**Placement by cell class**

The bar under the picture is 20 um long.
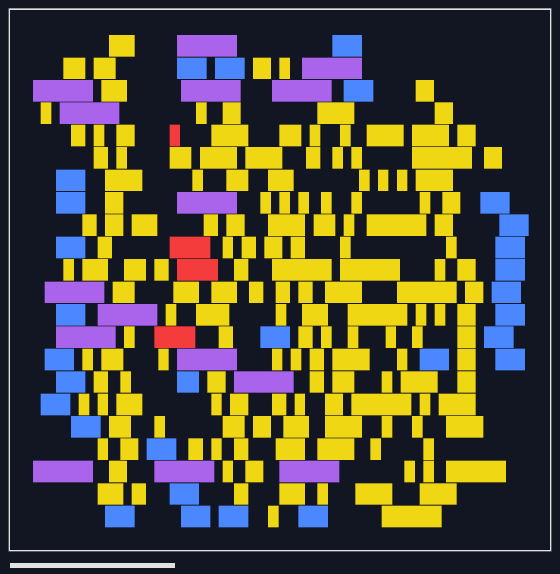
**Signal wires by layer**

Two of the layers only.
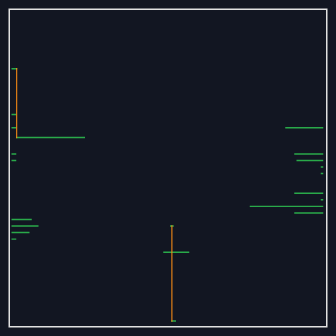
**Routed clock nets over the placement**

The bar under the picture is 20 um long.
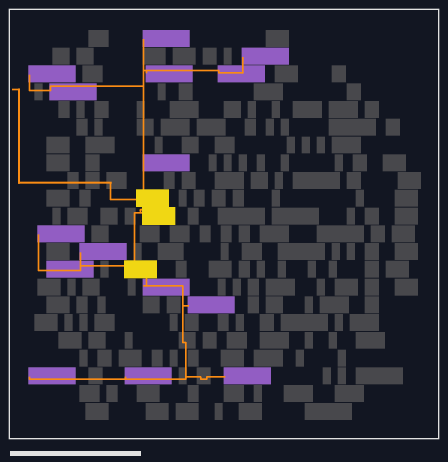
**Power grid**

The bar under the picture is 20 um long. Pins as bars on the die edge.
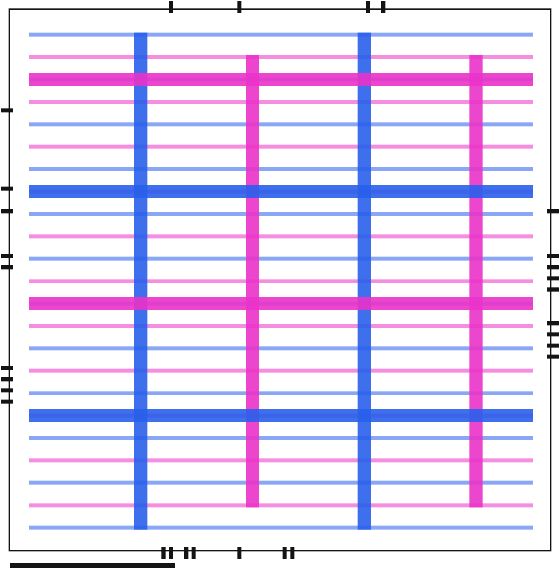
**Cell placement**

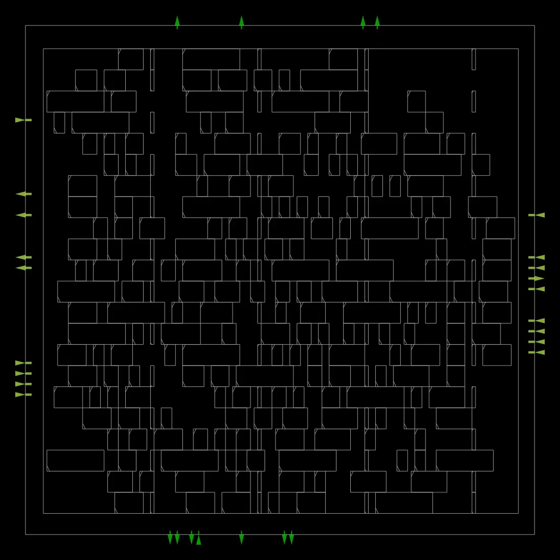
<file path="src/rtl/machine_pkg.sv">
// Shared types and default sizing for the machine_mac multiply-accumulate block.
// No logic, so no latency; no flow control lives here.
// Optional feature macro used by the block: MACHINE_MAC_SAT_EN (saturating accumulate).
package machine_pkg;

    typedef enum logic [1:0] {
        IDLE  = 2'd0,
        ACCUM = 2'd1,
        EMIT  = 2'd2
    } state_t;

    localparam int OP_W_DEF  = 4;
    localparam int ACC_W_DEF = 8;
    localparam int CNT_W_DEF = 4;

endpackage

</file>
<file path="src/rtl/machine_mac_alu.sv">
// Unsigned product of two operands added to an accumulator base, with carry out.
// Purely combinational (zero cycles); no backpressure, the parent decides when to use it.
// MACHINE_MAC_SAT_EN: clamp the sum to all-ones on carry instead of wrapping.
module machine_mac_alu #(
    parameter int OP_W  = machine_pkg::OP_W_DEF,
    parameter int ACC_W = machine_pkg::ACC_W_DEF
) (
    input  logic [OP_W-1:0]  a,
    input  logic [OP_W-1:0]  b,
    input  logic [ACC_W-1:0] acc_base,
    output logic [ACC_W-1:0] sum,
    output logic             carry
);

    logic [2*OP_W-1:0] prod;
    logic [ACC_W:0]    sum_full;

    assign prod     = {{OP_W{1'b0}}, a} * {{OP_W{1'b0}}, b};
    assign sum_full = {1'b0, acc_base} + (ACC_W+1)'(prod);
    assign carry    = sum_full[ACC_W];

`ifdef MACHINE_MAC_SAT_EN
    assign sum = carry ? {ACC_W{1'b1}} : sum_full[ACC_W-1:0];
`else
    assign sum = sum_full[ACC_W-1:0];
`endif

endmodule

</file>
<file path="src/rtl/machine_mac.sv">
// Packetised multiply-accumulate: sums a*b over beats, emits acc/count/overflow per packet.
// Result valid the cycle after the last beat is accepted, held until out_ready.
// in_ready drops only while a result waits unconsumed; MACHINE_MAC_SAT_EN selects saturation.
module machine_mac
    import machine_pkg::*;
#(
    parameter int OP_W  = OP_W_DEF,
    parameter int ACC_W = ACC_W_DEF,
    parameter int CNT_W = CNT_W_DEF
) (
    input  logic             system1000,
    input  logic             system1000_rst,
    input  logic             in_valid,
    output logic             in_ready,
    input  logic [OP_W-1:0]  in_a,
    input  logic [OP_W-1:0]  in_b,
    input  logic             in_clr,
    input  logic             in_last,
    output logic             out_valid,
    input  logic             out_ready,
    output logic [CNT_W-1:0] out_count,
    output logic [ACC_W-1:0] out_acc,
    output logic             out_ovf
);

    state_t             state, state_nxt;
    logic [ACC_W-1:0]   acc, acc_nxt, acc_base, alu_sum;
    logic [CNT_W-1:0]   count, count_nxt, cnt_base;
    logic               ovf, ovf_nxt, alu_carry;
    logic               in_hs, out_hs, fresh;

    assign in_ready  = (state != EMIT) || out_ready;
    assign out_valid = (state == EMIT);
    assign in_hs     = in_valid && in_ready;
    assign out_hs    = out_valid && out_ready;

    // A beat taken alongside the result handshake opens a new packet from zero.
    assign fresh    = in_clr || out_hs;
    assign acc_base = fresh ? '0 : acc;
    assign cnt_base = fresh ? '0 : count;

    machine_mac_alu #(
        .OP_W  (OP_W),
        .ACC_W (ACC_W)
    ) u_alu (
        .a        (in_a),
        .b        (in_b),
        .acc_base (acc_base),
        .sum      (alu_sum),
        .carry    (alu_carry)
    );

    always_comb begin
        state_nxt = state;
        acc_nxt   = acc;
        count_nxt = count;
        ovf_nxt   = ovf;
        if (out_hs) begin
            state_nxt = IDLE;
            acc_nxt   = '0;
            count_nxt = '0;
            ovf_nxt   = 1'b0;
        end
        if (in_hs) begin
            state_nxt = in_last ? EMIT : ACCUM;
            acc_nxt   = alu_sum;
            count_nxt = (&cnt_base) ? cnt_base : cnt_base + CNT_W'(1);
            // Overflow stays sticky across in_clr; only a new packet drops it.
            ovf_nxt   = (out_hs ? 1'b0 : ovf) | alu_carry;
        end
    end

    always_ff @(posedge system1000) begin
        if (system1000_rst) begin
            state <= IDLE;
            acc   <= '0;
            count <= '0;
            ovf   <= 1'b0;
        end else begin
            state <= state_nxt;
            acc   <= acc_nxt;
            count <= count_nxt;
            ovf   <= ovf_nxt;
        end
    end

    assign out_acc   = acc;
    assign out_count = count;
    assign out_ovf   = ovf;

endmodule

</file>
<file path="config.mk">
export PLATFORM = sky130hd
export DESIGN_NAME = machine_mac
export DESIGN_NICKNAME = d
export VERILOG_FILES = /design/src/rtl/machine_pkg.sv /design/src/rtl/machine_mac_alu.sv /design/src/rtl/machine_mac.sv
export SDC_FILE = /design/constraint.sdc
export NUM_CORES = 1
export LEC_CHECK = 0
export CELL_PAD_IN_SITES_DETAIL_PLACEMENT = 1
export CELL_PAD_IN_SITES_GLOBAL_PLACEMENT = 1
export CORE_MARGIN = 2
export CORE_UTILIZATION = 38
export DETAILED_ROUTE_END_ITERATION = 8
export GPL_TIMING_DRIVEN = 1
export PLACE_DENSITY = 0.83
export SLEW_MARGIN = 40
export SYNTH_ARGS = -nofsm -noshare
export SYNTH_HDL_FRONTEND = slang
export SYNTH_SLANG_ARGS = --single-unit
</file>
<file path="constraint.sdc">
create_clock -name system1000 -period 4.7 [get_ports system1000]
set_input_delay 0.94 -clock system1000 [delete_from_list [all_inputs] [get_ports system1000]]
set_output_delay 0.94 -clock system1000 [all_outputs]
set_load 0.01 [all_outputs]
</file>
==> impl_metrics.csv <==
group,metric,value,unit
timing,slew_viol_final,0,
placed_design,placed_cell_area,1765,um2
power_and_ir_drop,p_total,430.5,uW
logic_synthesis,ys_chip_area,1440,um2
global_route,grt_overflow,0,
placed_design,dp.final_hpwl,3201,um
placed_design,place_congestion,0.8080,
global_route,antenna_found_initial,0,
job,warnings,26,
logic_synthesis,ys_types,38,
floorplanning,io_pins,29,
layout,drive_above_1_share,2.885,%
job,cap_violations,0,
detailed_routing,ant_nets,0,
detailed_routing,highest_layer,"met4",
global_route,first_global_vias,1605,
layout,n_clock_buffer,4,
power_and_ir_drop,power.share.switching,34.30,%
floorplanning,rows,22,
floorplanning,fp-utilization,39.34,%
placed_design,dp.cells,252,
run_status,run_status,"complete, no violations",
global_route,grtUsageMet2,40.18,%
layout,final_core_utilization,49.45,%
timing,finalCriticalPeriod,4351,ps
timing,finalSetupTns,0,ps
timing,worst_pin_slew,683.9,ps
layout,buffer_area_share,15.89,%
layout,fin_nets,250,
min_path,min_path_type,"reg -> reg",
layout,seq_share,16.59,%
global_route,met3_usage,1.712,%
timing,max_clock_freq,0.2299,GHz
Back to the opening pictures, 'placement by cell class':
[yellow] remaining logic cells | cells: 160
[red] clock drivers and dummy loads | cells: 4
[blue] remaining buffers and delay cells | cells: 29
[purple] sequential cells | cells: 15

Back to the opening pictures, 'signal wires by layer':
[green] M3 | wire length: 82.8 um
[orange] M4 | wire length: 34.0 um
Total Routing Usage GR: 19.88%
DR WL/cell: 14.87 um
vias: 1361

Back to the opening pictures, 'routed clock nets over the placement':
[purple] flip-flops | count: 15
[yellow] clock-net drivers | count: 3
[orange] clock wires | length: 203 um
routed clock nets: 4
Clock power frac: 23.8%
Clock Skews: 1.613 ps
clk latency late pin: 240 ps
Clock Power: 102 uW

Back to the opening pictures, 'power grid':
[magenta] VDD
[blue] VSS
signal pins: 29
met4 straps: 4
met5 straps: 4
rows: 22
CORE AREA: 3661 um2
Die X: 65.56 um
die y size: 65.56 um

Back to the opening pictures, 'cell placement':
registers: 15
fin cells: 256

worst max-delay path: cells and delay by family:
family                   cells  cell delay [ps]
buffers and inverters        2              580
AND-OR/OR-AND                4              890
adder cells (fa/ha/maj)      4             1960
AND/OR/NAND/NOR              1              110
cell usage in the layout, fill, tap and decap left out, drive strengths merged, types with 2 or more instances in the layout:
master	instances
a211oi	2
a21oi	12
a22oi	5
a32oi	2
and2	17
and3	3
clkbuf	4
clkdlybuf4s50	28
dfxtp	15
fa	9
ha	18
inv	28
nand2	16
nand2b	2
nand3	5
nor2	14
nor2b	2
nor3	2
nor4b	2
o21a	2
o21ai	5
cell families after synthesis:
kind of cell | synth area share [%]
AND-OR/OR-AND | 16.77
XOR/XNOR | 0.6083
adder cells (fa/ha/maj) | 28.15
buffers and inverters | 8.861
flip-flops | 20.85
multiplexers | 0.6951
AND/OR/NAND/NOR | 24.07
Yosys cell counts (2+ instances only):
master     n
nor2b_1    2
fa_1       9
a211oi_1   2
inv_1     28
a22oi_1    5
dfxtp_1   15
a32oi_1    2
a21oi_1   11
nor3_1     2
nand2_1   16
and3_1     3
buf_2      3
o21ai_0    3
nand2b_1   2
nor2_1    14
o21a_1     2
nand3_1    5
o21ai_1    2
and2_1    17
ha_1      18
nor4b_1    2
flip-flops by register name (all words and copies together) (netlist names):
| signal | cells |
|---|---|
| out_count | 4 |
| out_acc | 8 |
| out_ovf | 1 |
| state | 2 |
worst max-delay path by stage:
stage,slack (ps),startpoint,end,depth (start not counted)
floorplan,870,in_a[0],out_ovf,10
global placement,250,in_a[0],out_ovf,11
detailed placement,60,in_a[0],out_ovf,11
CTS,310,in_a[0],out_ovf,11
global route,180,in_a[0],out_ovf,11
finish,350,in_a[0],out_ovf,11
No activity file was given, so power comes from the tool's default toggle rates.
